`config.mk`:
```
export PLATFORM = sky130hd
export DESIGN_NAME = mux16_stream_arbiter_flat
export DESIGN_NICKNAME = d
export VERILOG_FILES = /design/src/rtl/mux16_stream_arbiter_if.sv /design/src/rtl/mux16_stream_arbiter.sv /design/src/flat_wrapper.sv
export SDC_FILE = /design/constraint.sdc
export NUM_CORES = 1
export LEC_CHECK = 0
export CORE_ASPECT_RATIO = 0.9
export CORE_MARGIN = 3
export CORE_UTILIZATION = 42
export CTS_CLUSTER_DIAMETER = 50
export CTS_CLUSTER_SIZE = 24
export DETAILED_ROUTE_END_ITERATION = 8
export MAX_ROUTING_LAYER = met4
export PLACE_DENSITY = 0.83
export SYNTH_ARGS = -nofsm -noshare
export SYNTH_HDL_FRONTEND = slang
export SYNTH_SLANG_ARGS = --single-unit
```
`constraint.sdc`:
```
create_clock -name clk -period 3.5 [get_ports clk]
set_input_delay 0.35 -clock clk [delete_from_list [all_inputs] [get_ports clk]]
set_output_delay 0.35 -clock clk [all_outputs]
set_load 0.03 [all_outputs]
```
`src/rtl/mux16_stream_arbiter_if.sv`:
```
`default_nettype none
// ============================================================================
// Module   : mux16_stream_arbiter_if
// Brief    : Bundles the two producer streams and the merged consumer stream.
// Revision : 1.0 - initial release
// ============================================================================
interface mux16_stream_arbiter_if #(
    parameter int WIDTH = 16
);
    logic             a_valid;
    logic [WIDTH-1:0] a_data;
    logic             a_ready;
    logic             b_valid;
    logic [WIDTH-1:0] b_data;
    logic             b_ready;
    logic             out_valid;
    logic [WIDTH-1:0] out_data;
    logic             out_sel;
    logic             out_ready;

    // Environment side: producers on a/b and the consumer on out.
    modport master (
        output a_valid, a_data, b_valid, b_data, out_ready,
        input  a_ready, b_ready, out_valid, out_data, out_sel
    );

    // Arbiter side.
    modport slave (
        input  a_valid, a_data, b_valid, b_data, out_ready,
        output a_ready, b_ready, out_valid, out_data, out_sel
    );
endinterface
`default_nettype wire

```
`src/rtl/mux16_stream_arbiter.sv`:
```
`default_nettype none
// ============================================================================
// Module   : mux16_stream_arbiter
// Brief    : Two-input valid/ready merge onto one registered output stream;
//            out_sel tags each word with its source (0 = a, 1 = b).
//            Build option MUX16_ARB_FIXED_PRIO_EN: a always wins a tie.
// Revision : 1.0 - initial release
// ============================================================================
module mux16_stream_arbiter #(
    parameter int WIDTH = 16
) (
    input  wire logic               clk,
    input  wire logic               rst_n,
    mux16_stream_arbiter_if.slave   bus
);

    localparam logic c_SEL_A = 1'b0;
    localparam logic c_SEL_B = 1'b1;

    logic             r_out_valid;
    logic [WIDTH-1:0] r_out_data;
    logic             r_out_sel;

    logic             w_load;
    logic             w_grant_a;
    logic             w_grant_b;
    logic             w_xfer;
    logic             w_grant_id;
    logic [WIDTH-1:0] w_grant_data;

    // Output register can accept a word when empty or draining this cycle.
    assign w_load = !r_out_valid || bus.out_ready;

`ifdef MUX16_ARB_FIXED_PRIO_EN
    assign w_grant_a = bus.a_valid;
    assign w_grant_b = bus.b_valid && !bus.a_valid;
`else
    // last_grant remembers the most recent transferred source; a tie goes
    // to the other channel. Reset value of b lets a win the first tie.
    logic r_last_grant;

    assign w_grant_a = bus.a_valid && (!bus.b_valid || (r_last_grant == c_SEL_B));
    assign w_grant_b = bus.b_valid && (!bus.a_valid || (r_last_grant == c_SEL_A));

    always_ff @(posedge clk or negedge rst_n) begin
        if (!rst_n) begin
            r_last_grant <= c_SEL_B;
        end else if (w_xfer) begin
            r_last_grant <= w_grant_id;
        end
    end
`endif

    assign w_xfer       = w_load && (w_grant_a || w_grant_b);
    assign w_grant_id   = w_grant_b ? c_SEL_B : c_SEL_A;
    assign w_grant_data = w_grant_b ? bus.b_data : bus.a_data;

    // Readies are masked while reset is held so nothing is accepted then.
    assign bus.a_ready = rst_n && w_load && w_grant_a;
    assign bus.b_ready = rst_n && w_load && w_grant_b;

    always_ff @(posedge clk or negedge rst_n) begin
        if (!rst_n) begin
            r_out_valid <= 1'b0;
            r_out_data  <= '0;
            r_out_sel   <= c_SEL_A;
        end else if (w_load) begin
            r_out_valid <= w_xfer;
            if (w_xfer) begin
                r_out_data <= w_grant_data;
                r_out_sel  <= w_grant_id;
            end
        end
    end

    assign bus.out_valid = r_out_valid;
    assign bus.out_data  = r_out_data;
    assign bus.out_sel   = r_out_sel;

endmodule
`default_nettype wire

```
`src/flat_wrapper.sv`:
```
// flat-port wrapper written by rule: the top's interface ports become plain ports
module mux16_stream_arbiter_flat 
#(
    parameter int WIDTH = 16
)
  (clk, rst_n, bus_a_valid, bus_a_data, bus_b_valid, bus_b_data, bus_out_ready, bus_a_ready, bus_b_ready, bus_out_valid, bus_out_data, bus_out_sel);
  mux16_stream_arbiter_if #(.WIDTH(WIDTH)) bus_i ();
  input  wire logic clk;
  input  wire logic rst_n;
  input wire logic [$bits(bus_i.a_valid)-1:0] bus_a_valid;
  input wire logic [$bits(bus_i.a_data)-1:0] bus_a_data;
  input wire logic [$bits(bus_i.b_valid)-1:0] bus_b_valid;
  input wire logic [$bits(bus_i.b_data)-1:0] bus_b_data;
  input wire logic [$bits(bus_i.out_ready)-1:0] bus_out_ready;
  output wire logic [$bits(bus_i.a_ready)-1:0] bus_a_ready;
  output wire logic [$bits(bus_i.b_ready)-1:0] bus_b_ready;
  output wire logic [$bits(bus_i.out_valid)-1:0] bus_out_valid;
  output wire logic [$bits(bus_i.out_data)-1:0] bus_out_data;
  output wire logic [$bits(bus_i.out_sel)-1:0] bus_out_sel;
  assign bus_i.a_valid = bus_a_valid;
  assign bus_i.a_data = bus_a_data;
  assign bus_i.b_valid = bus_b_valid;
  assign bus_i.b_data = bus_b_data;
  assign bus_i.out_ready = bus_out_ready;
  assign bus_a_ready = bus_i.a_ready;
  assign bus_b_ready = bus_i.b_ready;
  assign bus_out_valid = bus_i.out_valid;
  assign bus_out_data = bus_i.out_data;
  assign bus_out_sel = bus_i.out_sel;
  mux16_stream_arbiter #(.WIDTH(WIDTH)) u_core (.clk(clk), .rst_n(rst_n), .bus(bus_i));
endmodule
```
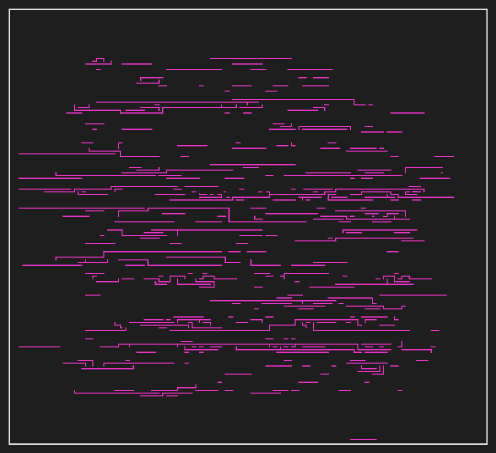
*Metal 1, run 1*
Scale: 8 px per um.
- wire length on this layer: 1,120 um
- share of all routed wire: 39%
- longest straight run: 29.9 um
- main direction: horizontal

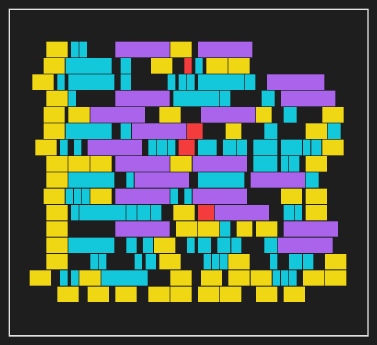
*Placed cells, one colour a class, run 1*
Scale: 6 px per um.
- clock drivers and dummy loads: red (cells 4; share of their area 1.6%)
- remaining logic cells: cyan (cells 78; share of their area 33%)
- remaining buffers and delay cells: yellow (cells 59; share of their area 36%)
- registers: purple (cells 19; share of their area 29%)

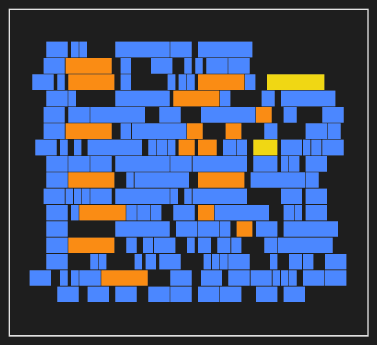
*Cell sizes after repair, run 1*
Scale: 6 px per um.
- x2: yellow (cells 2)
- x3 and x4: orange (cells 17)
- x1 and smaller: blue (cells 141)

==> impl_results.html, run 1 <==
<!-- implementation run metrics -->
<table>
<tr><th>Metric</th><th>Value</th></tr>
<tr><th colspan="2">Outcome</th></tr>
<tr><td>Result of the run</td><td>finished clean</td></tr>
<tr><th colspan="2">Synth</th></tr>
<tr><td>And-or/or-and share of the synthesized area</td><td>35.0%</td></tr>
<tr><td>Number of cells in Yosys stat</td><td>105</td></tr>
<tr><td>Async set or reset register ratio after synthesis</td><td>100%</td></tr>
<tr><td>Post-synthesis sequential element count</td><td>19</td></tr>
<tr><td>Library cell with the highest instance count after synthesis</td><td>nand2_1</td></tr>
<tr><td>Commonest cells in the netlist</td><td>33 x nand2_1, 18 x dfrtp_1, 17 x a21oi_1</td></tr>
<tr><td>Netlist cell types</td><td>19</td></tr>
<tr><td>Top cell type's share of synthesized area</td><td>41.6%</td></tr>
<tr><td>Most used flip-flop cell</td><td>dfrtp_1</td></tr>
<tr><td>Xor/xnor share</td><td>0%</td></tr>
<tr><td>Synth Area in Simple Gates</td><td>14.5%</td></tr>
<tr><td>Register share after synthesis</td><td>44.0%</td></tr>
<tr><td>Avg Cell Area, Syn</td><td>10.3 sq um</td></tr>
<tr><td>Chip area line of the yosys report</td><td>0.00108 sq mm</td></tr>
<tr><td>Instance count of the mapped netlist</td><td>around 110</td></tr>
<tr><td>Yosys top cell by area</td><td>dfrtp_1</td></tr>
<tr><td>Floorplan Nets</td><td>142</td></tr>
<tr><td>Synthesized cell area</td><td>roughly 0.0011 sq mm</td></tr>
<tr><th colspan="2">Clock tree</th></tr>
<tr><td>Post-CTS repair timing setup buffer count</td><td>0</td></tr>
<tr><td>Total clock sinks</td><td>19</td></tr>
<tr><td>Buffer type at the clock tree root</td><td>clkbuf_4</td></tr>
<tr><td>Clock-pin slew on the worst setup and hold paths</td><td>~110 ps</td></tr>
<tr><td>Cts repair resizes</td><td>0</td></tr>
<tr><td>CTS tree</td><td>yes</td></tr>
<tr><td>CTS max path bufs</td><td>2</td></tr>
<tr><td>Cts hold-fix bufs</td><td>0</td></tr>
<tr><td>Number of buffers added by the clock tree synthesis step</td><td>3</td></tr>
<tr><th colspan="2">Power</th></tr>
<tr><td>Combinational power</td><td>0.310 mW</td></tr>
<tr><td>Group with the largest share of power</td><td>combinational logic</td></tr>
<tr><td>Combinational fraction of design power</td><td>between 40 and 50%</td></tr>
<tr><td>Max rail drop VDD</td><td>0.281 mV</td></tr>
<tr><td>Part of the total power dissipated in the clock network</td><td>15.4%</td></tr>
<tr><td>Total power</td><td>0.699 mW</td></tr>
<tr><td>Leakage</td><td>roughly 0.64 nW</td></tr>
<tr><td>Switching power as a share of total power</td><td>36.6%</td></tr>
<tr><td>Clk. pwr</td><td>0.108 mW</td></tr>
<tr><td>Net load switching power</td><td>approximately 0.26 mW</td></tr>
<tr><td>Power density over cell area</td><td>420 mW/mm^2</td></tr>
<tr><td>Share of power burned in registers</td><td>roughly 40%</td></tr>
<tr><th colspan="2">Critical path</th></tr>
<tr><td>Setup crit end kind</td><td>output pin</td></tr>
<tr><td>Reg-to-reg startpoint</td><td>u_core.bus.out_valid</td></tr>
<tr><td>Capturing instance or port of the critical path</td><td>bus_b_ready</td></tr>
<tr><td>Cell seen most often among critical-path stages</td><td>clkdlybuf4s50_1</td></tr>
<tr><td>Crit path DRT</td><td>3150 ps</td></tr>
<tr><td>Worst R2R Path Depth</td><td>4</td></tr>
<tr><td>Register-to-Register Setup Slack</td><td>1880 ps</td></tr>
<tr><td>Worst flop-to-flop path endpoint</td><td>u_core.bus.out_data[2]</td></tr>
<tr><td>Max stage delay on crit path</td><td>roughly 840 ps</td></tr>
<tr><td>Maximum fanout count along the critical path</td><td>14</td></tr>
<tr><td>Logic depth of the worst path, buffers included</td><td>3</td></tr>
<tr><td>WP buf/inv</td><td>2</td></tr>
<tr><td>Setup Crit Path Kind</td><td>in2out</td></tr>
<tr><td>Ordered list of cells on the worst path</td><td>clkdlybuf4s50_1, and3_1, clkdlybuf4s50_1</td></tr>
<tr><th colspan="2">Drt</th></tr>
<tr><td>M1 wire length</td><td>1120 um</td></tr>
<tr><td>Final routed wirelength across all metal layers</td><td>2860 um</td></tr>
<tr><td>Vias per std cell</td><td>between 5 and 6</td></tr>
<tr><td>Post-route DRC</td><td>0</td></tr>
<tr><td>Wire length per cell after detailed routing</td><td>15.3 um</td></tr>
<tr><td>Post-DRT Antenna Nets</td><td>0</td></tr>
<tr><td>Total iterations of the first detailed-routing run</td><td>6</td></tr>
<tr><td>Top routing layer in use</td><td>met4</td></tr>
<tr><td>Amount of wire on met2 after detailed routing</td><td>1520 um</td></tr>
<tr><td>Met3 Wirelength</td><td>between 200 and 250 um</td></tr>
<tr><th colspan="2">Placed design</th></tr>
<tr><td>Placed wire-length estimate after detailed placement</td><td>between 2000 and 2500 um</td></tr>
<tr><td>Placed Instances</td><td>roughly 180</td></tr>
<tr><td>Gpl congestion</td><td>0.733</td></tr>
<tr><td>Quantity of I/O buffers inserted on ports</td><td>56</td></tr>
<tr><td>Post-placement cell area</td><td>0.00164 sq mm</td></tr>
<tr><th colspan="2">Floorplan</th></tr>
<tr><td>Die height</td><td>54.2 um</td></tr>
<tr><td>Die Area</td><td>0.00323 sq mm</td></tr>
<tr><td>Core area</td><td>0.00230 sq mm</td></tr>
<tr><td>I/O pin cnt</td><td>approximately 57</td></tr>
<tr><td>Number of tapcells</td><td>27</td></tr>
<tr><td>Initial standard-cell utilization of the core</td><td>47.1%</td></tr>
<tr><td>Cell row count</td><td>16</td></tr>
<tr><th colspan="2">STA</th></tr>
<tr><td>Number of setup violations in the final report</td><td>0</td></tr>
<tr><td>Setup tns final</td><td>0 ps</td></tr>
<tr><td>Rel. slew slack</td><td>59.5%</td></tr>
<tr><td>Minimum hold slack</td><td>420 ps</td></tr>
<tr><td>Final clock period utilization by the worst path</td><td>between 70% and 80%</td></tr>
<tr><td>Worst path setup slack after routing</td><td>982 ps</td></tr>
<tr><td>Max Clk Rate</td><td>between 300 and 400 MHz</td></tr>
<tr><td>Unrepaired setup endpoints after global routing</td><td>false</td></tr>
<tr><td>Worst-margin pin slew</td><td>607 ps</td></tr>
<tr><td>Final slew viol count</td><td>0</td></tr>
<tr><td>Final worst path period need</td><td>2520 ps</td></tr>
<tr><th colspan="2">Final layout</th></tr>
<tr><td>Post-Layout Cell Count</td><td>187</td></tr>
<tr><td>Area grow syn2layout</td><td>53.6%</td></tr>
<tr><td>Post-layout nets</td><td>around 200</td></tr>
<tr><td>Inverter tally of the final layout excluding the clock network</td><td>2</td></tr>
<tr><td>Storage cell area</td><td>477 sq um</td></tr>
<tr><td>Max reg flops</td><td>16</td></tr>
<tr><td>Comb_multi_in</td><td>between 70 and 80</td></tr>
<tr><td>Number of clock-tree buffers in the layout</td><td>4</td></tr>
<tr><td>Combinational Area</td><td>537 sq um</td></tr>
<tr><td>Top logic cell by instance count in the layout</td><td>clkdlybuf4s50_1</td></tr>
<tr><td>Flops</td><td>19</td></tr>
<tr><td>Top cell category</td><td>buffers</td></tr>
<tr><td>Most instantiated logic cells after routing</td><td>56 x clkdlybuf4s50_1, 33 x nand2_1, 18 x dfrtp_1</td></tr>
<tr><td>Clock buf/inv share</td><td>1.58%</td></tr>
<tr><td>Multi-input gate share of the layout cell area</td><td>32.3%</td></tr>
<tr><td>Fraction of final layout cells sized beyond drive strength 1</td><td>a little under an eighth</td></tr>
<tr><th colspan="2">Job</th></tr>
<tr><td>Maximum Capacitance Violations</td><td>0</td></tr>
<tr><td>Tool Warnings</td><td>26</td></tr>
<tr><th colspan="2">Global routing</th></tr>
<tr><td>GR Util met1</td><td>20.9%</td></tr>
<tr><td>Layer carrying the most global-route usage</td><td>met2</td></tr>
<tr><td>Vias in the first global route</td><td>990</td></tr>
<tr><td>Met3 capacity usage during global routing</td><td>3.60%</td></tr>
<tr><td>First-pass GRT wire length</td><td>about 4500 um</td></tr>
<tr><td>Number of antenna violations at the first check in global routing</td><td>0</td></tr>
<tr><td>Overall Global Routing Usage</td><td>approximately a fifth</td></tr>
<tr><td>Largest net degree at the start of global routing</td><td>19</td></tr>
</table>
==> run 2, diff against run 1 <==
Settings changed: CORE_UTILIZATION 42 to 35, PLACE_DENSITY 0.83 to 0.73.
Clock period 3.5 ns to 2.25 ns, I/O delays scaled along.
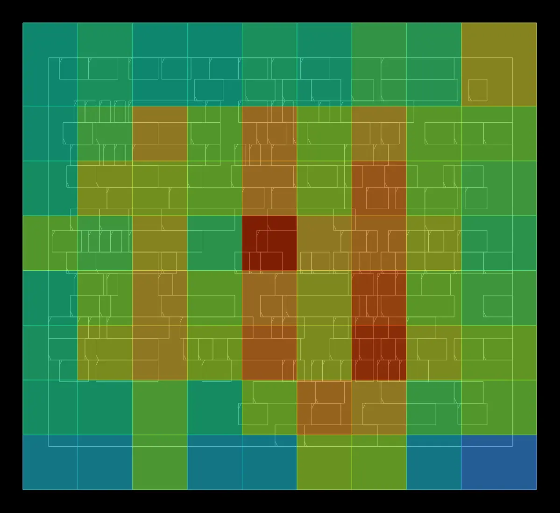
*Track usage over the die, run 2*
end-of-flow core utilization: 58.8%
met2 layer usage reported by global route: 27.4%
GR Util met1: 18.0%
Overall Global Routing Usage: 15.8%

==> run 2 against run 1 <==
Critical path depth increased by 1. Non-clock buffer count increased by 1. Total power increased by 55%. Via count increased by 2.5%. Highest routed layer is now met3.
==> impl_results.html, run 2 <==
<!-- implementation run metrics -->
<table>
<tr><th>Metric</th><th>Value</th></tr>
<tr><th colspan="2">Outcome</th></tr>
<tr><td>Result of the run</td><td>finished clean (unchanged)</td></tr>
<tr><th colspan="2">Final layout</th></tr>
<tr><td>Number of clock-tree buffers in the layout</td><td>4 (unchanged)</td></tr>
<tr><td>Max reg flops</td><td>16 (unchanged)</td></tr>
<tr><td>Inverter tally of the final layout excluding the clock network</td><td>2 (unchanged)</td></tr>
<tr><td>Number of diodes added for antenna fixing</td><td>0 (unchanged)</td></tr>
<tr><td>Clock buf/inv share</td><td>1.56% (was 1.58%)</td></tr>
<tr><td>Layout filler cell count</td><td>250 (was 167)</td></tr>
<tr><td>Post-layout nets</td><td>199 (was 198)</td></tr>
<tr><td>Comb_multi_in</td><td>76 (unchanged)</td></tr>
<tr><td>Fraction of final layout cells sized beyond drive strength 1</td><td>13.7% (was 11.9%)</td></tr>
<tr><td>Seq area share</td><td>28.3% (was 28.6%)</td></tr>
<tr><td>Multi-input gate share of the layout cell area</td><td>31.9% (was 32.3%)</td></tr>
<tr><td>Final instance area</td><td>0.00168 sq mm (was 0.00166 sq mm)</td></tr>
<tr><td>Most instantiated logic cells after routing</td><td>54 x clkdlybuf4s50_1, 33 x nand2_1, 18 x dfrtp_1 (was 56 x clkdlybuf4s50_1, 33 x nand2_1, 18 x dfrtp_1)</td></tr>
<tr><td>Area grow syn2layout</td><td>55.3% (was 53.6%)</td></tr>
<tr><td>Flops</td><td>19 (unchanged)</td></tr>
<tr><td>Non-clock buffer area fraction after layout</td><td>34.8% (was 35.0%)</td></tr>
<tr><td>Top cell category</td><td>buffers (unchanged)</td></tr>
<tr><td>Top logic cell by instance count in the layout</td><td>clkdlybuf4s50_1 (unchanged)</td></tr>
<tr><td>Post-Layout Cell Count</td><td>201 (was 187)</td></tr>
<tr><td>Storage cell area</td><td>477 sq um (unchanged)</td></tr>
<tr><td>Combinational Area</td><td>537 sq um (unchanged)</td></tr>
<tr><th colspan="2">Critical path</th></tr>
<tr><td>Maximum fanout count along the critical path</td><td>8 (was 14)</td></tr>
<tr><td>Setup Crit Path Kind</td><td>in2out (unchanged)</td></tr>
<tr><td>Crit path max-delay cell type</td><td>clkdlybuf4s50_1 (unchanged)</td></tr>
<tr><td>Capturing instance or port of the critical path</td><td>bus_b_ready (unchanged)</td></tr>
<tr><td>Ordered list of cells on the worst path</td><td>clkdlybuf4s50_1, a21boi_2, and3_1, buf_4 (was clkdlybuf4s50_1, and3_1, clkdlybuf4s50_1)</td></tr>
<tr><td>WP buf/inv</td><td>2 (unchanged)</td></tr>
<tr><td>Reg-to-reg startpoint</td><td>u_core.r_last_grant (was u_core.bus.out_valid)</td></tr>
<tr><td>Crit path DRT</td><td>2030 ps (was 3150 ps)</td></tr>
<tr><td>Category of cells accounting for the largest share of critical-path delay</td><td>buffers and inverters (unchanged)</td></tr>
<tr><td>Register-to-Register Setup Slack</td><td>760 ps (was 1880 ps)</td></tr>
<tr><td>Worst R2R Path Depth</td><td>3 (was 4)</td></tr>
<tr><td>Logic depth of the worst path, buffers included</td><td>4 (was 3)</td></tr>
<tr><td>Max stage delay on crit path</td><td>540 ps (was 840 ps)</td></tr>
<tr><td>Worst flop-to-flop path endpoint</td><td>u_core.bus.out_data[8] (was u_core.bus.out_data[2])</td></tr>
<tr><td>Setup crit end kind</td><td>output pin (unchanged)</td></tr>
<tr><th colspan="2">Synth</th></tr>
<tr><td>Post-synthesis sequential element count</td><td>19 (unchanged)</td></tr>
<tr><td>Register share after synthesis</td><td>44.0% (unchanged)</td></tr>
<tr><td>Number of flops mapped to enable cells by yosys</td><td>0 (unchanged)</td></tr>
<tr><td>Synthesized-area fraction occupied by adder cells</td><td>0% (unchanged)</td></tr>
<tr><td>Synth Area in Simple Gates</td><td>14.5% (unchanged)</td></tr>
<tr><td>Synthesized cell area</td><td>0.00108 sq mm (unchanged)</td></tr>
<tr><td>Xor/xnor share</td><td>0% (unchanged)</td></tr>
<tr><td>Number of cells in Yosys stat</td><td>105 (unchanged)</td></tr>
<tr><td>Synth logic family</td><td>AND-OR/OR-AND gates (unchanged)</td></tr>
<tr><td>And-or/or-and share of the synthesized area</td><td>35.0% (unchanged)</td></tr>
<tr><td>Library cell with the highest instance count after synthesis</td><td>nand2_1 (unchanged)</td></tr>
<tr><td>Avg Cell Area, Syn</td><td>10.3 sq um (unchanged)</td></tr>
<tr><td>Chip area line of the yosys report</td><td>0.00108 sq mm (unchanged)</td></tr>
<tr><td>Top cell type's share of synthesized area</td><td>41.6% (unchanged)</td></tr>
<tr><td>Most used flip-flop cell</td><td>dfrtp_1 (unchanged)</td></tr>
<tr><td>Floorplan Nets</td><td>142 (unchanged)</td></tr>
<tr><td>Top cells, area</td><td>dfrtp_1 42%, a31oi_4 20%, nand2_1 11% (unchanged)</td></tr>
<tr><td>Netlist cell types</td><td>19 (unchanged)</td></tr>
<tr><td>Async set or reset register ratio after synthesis</td><td>100% (unchanged)</td></tr>
<tr><td>Commonest cells in the netlist</td><td>33 x nand2_1, 18 x dfrtp_1, 17 x a21oi_1 (unchanged)</td></tr>
<tr><td>Instance count of the mapped netlist</td><td>105 (unchanged)</td></tr>
<tr><td>Yosys top cell by area</td><td>dfrtp_1 (unchanged)</td></tr>
<tr><th colspan="2">Global routing</th></tr>
<tr><td>Total congestion overflow</td><td>0 (unchanged)</td></tr>
<tr><td>Largest net degree at the start of global routing</td><td>20 (was 19)</td></tr>
<tr><td>Met3 capacity usage during global routing</td><td>4.01% (was 3.60%)</td></tr>
<tr><td>Number of antenna violations at the first check in global routing</td><td>0 (unchanged)</td></tr>
<tr><td>First-pass GRT wire length</td><td>4440 um (was 4450 um)</td></tr>
<tr><td>Vias in the first global route</td><td>969 (was 990)</td></tr>
<tr><td>Layer carrying the most global-route usage</td><td>met2 (unchanged)</td></tr>
<tr><th colspan="2">STA</th></tr>
<tr><td>Number of setup violations in the final report</td><td>0 (unchanged)</td></tr>
<tr><td>Maximum clock skew at final layout</td><td>7.97 ps (was 8.23 ps)</td></tr>
<tr><td>Final clock period utilization by the worst path</td><td>77.8%</td></tr>
<tr><td>Max Clk Rate</td><td>571 MHz</td></tr>
<tr><td>Worst-margin pin slew</td><td>519 ps (was 607 ps)</td></tr>
<tr><td>Unrepaired setup endpoints after global routing</td><td>false (unchanged)</td></tr>
<tr><td>Setup tns final</td><td>0 ps (unchanged)</td></tr>
<tr><td>Final slew viol count</td><td>0 (unchanged)</td></tr>
<tr><td>Final worst path period need</td><td>1750 ps</td></tr>
<tr><td>Minimum hold slack</td><td>328 ps (was 420 ps)</td></tr>
<tr><td>Rel. slew slack</td><td>65.4% (was 59.5%)</td></tr>
<tr><td>Worst path setup slack after routing</td><td>499 ps (was 982 ps)</td></tr>
<tr><th colspan="2">Power</th></tr>
<tr><td>Power density over cell area</td><td>645 mW/mm^2 (was 420 mW/mm^2)</td></tr>
<tr><td>Clk. pwr</td><td>0.167 mW (was 0.108 mW)</td></tr>
<tr><td>Leakage</td><td>0.651 nW (was 0.643 nW)</td></tr>
<tr><td>Net load switching power</td><td>0.395 mW (was 0.256 mW)</td></tr>
<tr><td>Switching power as a share of total power</td><td>36.4% (was 36.6%)</td></tr>
<tr><td>Group with the largest share of power</td><td>combinational logic (unchanged)</td></tr>
<tr><td>Max rail drop VDD</td><td>0.249 mV (was 0.281 mV)</td></tr>
<tr><td>Share of power burned in registers</td><td>40.2% (was 40.3%)</td></tr>
<tr><td>Total power</td><td>1.09 mW (was 0.699 mW)</td></tr>
<tr><td>Combinational power</td><td>0.483 mW (was 0.310 mW)</td></tr>
<tr><td>Combinational fraction of design power</td><td>44.4% (was 44.3%)</td></tr>
<tr><td>Part of the total power dissipated in the clock network</td><td>15.4% (about the same)</td></tr>
<tr><th colspan="2">Drt</th></tr>
<tr><td>Final routed wirelength across all metal layers</td><td>2900 um (was 2860 um)</td></tr>
<tr><td>M1 wire length</td><td>1140 um (was 1120 um)</td></tr>
<tr><td>Amount of wire on met2 after detailed routing</td><td>1500 um (was 1520 um)</td></tr>
<tr><td>Total iterations of the first detailed-routing run</td><td>4 (was 6)</td></tr>
<tr><td>Top routing layer in use</td><td>met3 (was met4)</td></tr>
<tr><td>Wire length per cell after detailed routing</td><td>14.4 um (was 15.3 um)</td></tr>
<tr><td>Post-DRT Antenna Nets</td><td>0 (unchanged)</td></tr>
<tr><td>Post-route DRC</td><td>0 (unchanged)</td></tr>
<tr><td>Vias per std cell</td><td>5.00 (was 5.25)</td></tr>
<tr><td>Number of vias in the routed layout</td><td>1,006 (was 981)</td></tr>
<tr><td>Met3 Wirelength</td><td>255 um (was 203 um)</td></tr>
<tr><th colspan="2">Clock tree</th></tr>
<tr><td>Number of buffers added by the clock tree synthesis step</td><td>3 (unchanged)</td></tr>
<tr><td>Post-CTS repair timing setup buffer count</td><td>0 (unchanged)</td></tr>
<tr><td>Cts hold-fix bufs</td><td>0 (unchanged)</td></tr>
<tr><td>Total clock sinks</td><td>19 (unchanged)</td></tr>
<tr><td>Clock-pin slew on the worst setup and hold paths</td><td>110 ps (about the same)</td></tr>
<tr><td>Buffer type at the clock tree root</td><td>clkbuf_4 (unchanged)</td></tr>
<tr><td>CTS max path bufs</td><td>2 (unchanged)</td></tr>
<tr><td>CTS tree</td><td>yes (unchanged)</td></tr>
<tr><td>Cts repair resizes</td><td>0 (unchanged)</td></tr>
<tr><td>CTS H-Tree Depth</td><td>1 (unchanged)</td></tr>
<tr><th colspan="2">Placed design</th></tr>
<tr><td>Placed wire-length estimate after detailed placement</td><td>2250 um (was 2190 um)</td></tr>
<tr><td>Quantity of I/O buffers inserted on ports</td><td>56 (unchanged)</td></tr>
<tr><td>Gpl congestion</td><td>0.806 (was 0.733)</td></tr>
<tr><td>Placed Instances</td><td>197 (was 183)</td></tr>
<tr><td>Post-placement cell area</td><td>0.00166 sq mm (was 0.00164 sq mm)</td></tr>
<tr><th colspan="2">Floorplan</th></tr>
<tr><td>Die height</td><td>58.8 um (was 54.2 um)</td></tr>
<tr><td>Die X-Extent</td><td>64.7 um (was 59.5 um)</td></tr>
<tr><td>Core area</td><td>0.00286 sq mm (was 0.00230 sq mm)</td></tr>
<tr><td>Die Area</td><td>0.00380 sq mm (was 0.00323 sq mm)</td></tr>
<tr><td>Cell row count</td><td>18 (was 16)</td></tr>
<tr><td>Initial standard-cell utilization of the core</td><td>37.9% (was 47.1%)</td></tr>
<tr><td>I/O pin cnt</td><td>57 (unchanged)</td></tr>
<tr><td>Number of tapcells</td><td>40 (was 27)</td></tr>
<tr><th colspan="2">Job</th></tr>
<tr><td>Maximum Capacitance Violations</td><td>0 (unchanged)</td></tr>
<tr><td>Tool Warnings</td><td>26 (unchanged)</td></tr>
</table>
Power and IR drop assume default switching activity.
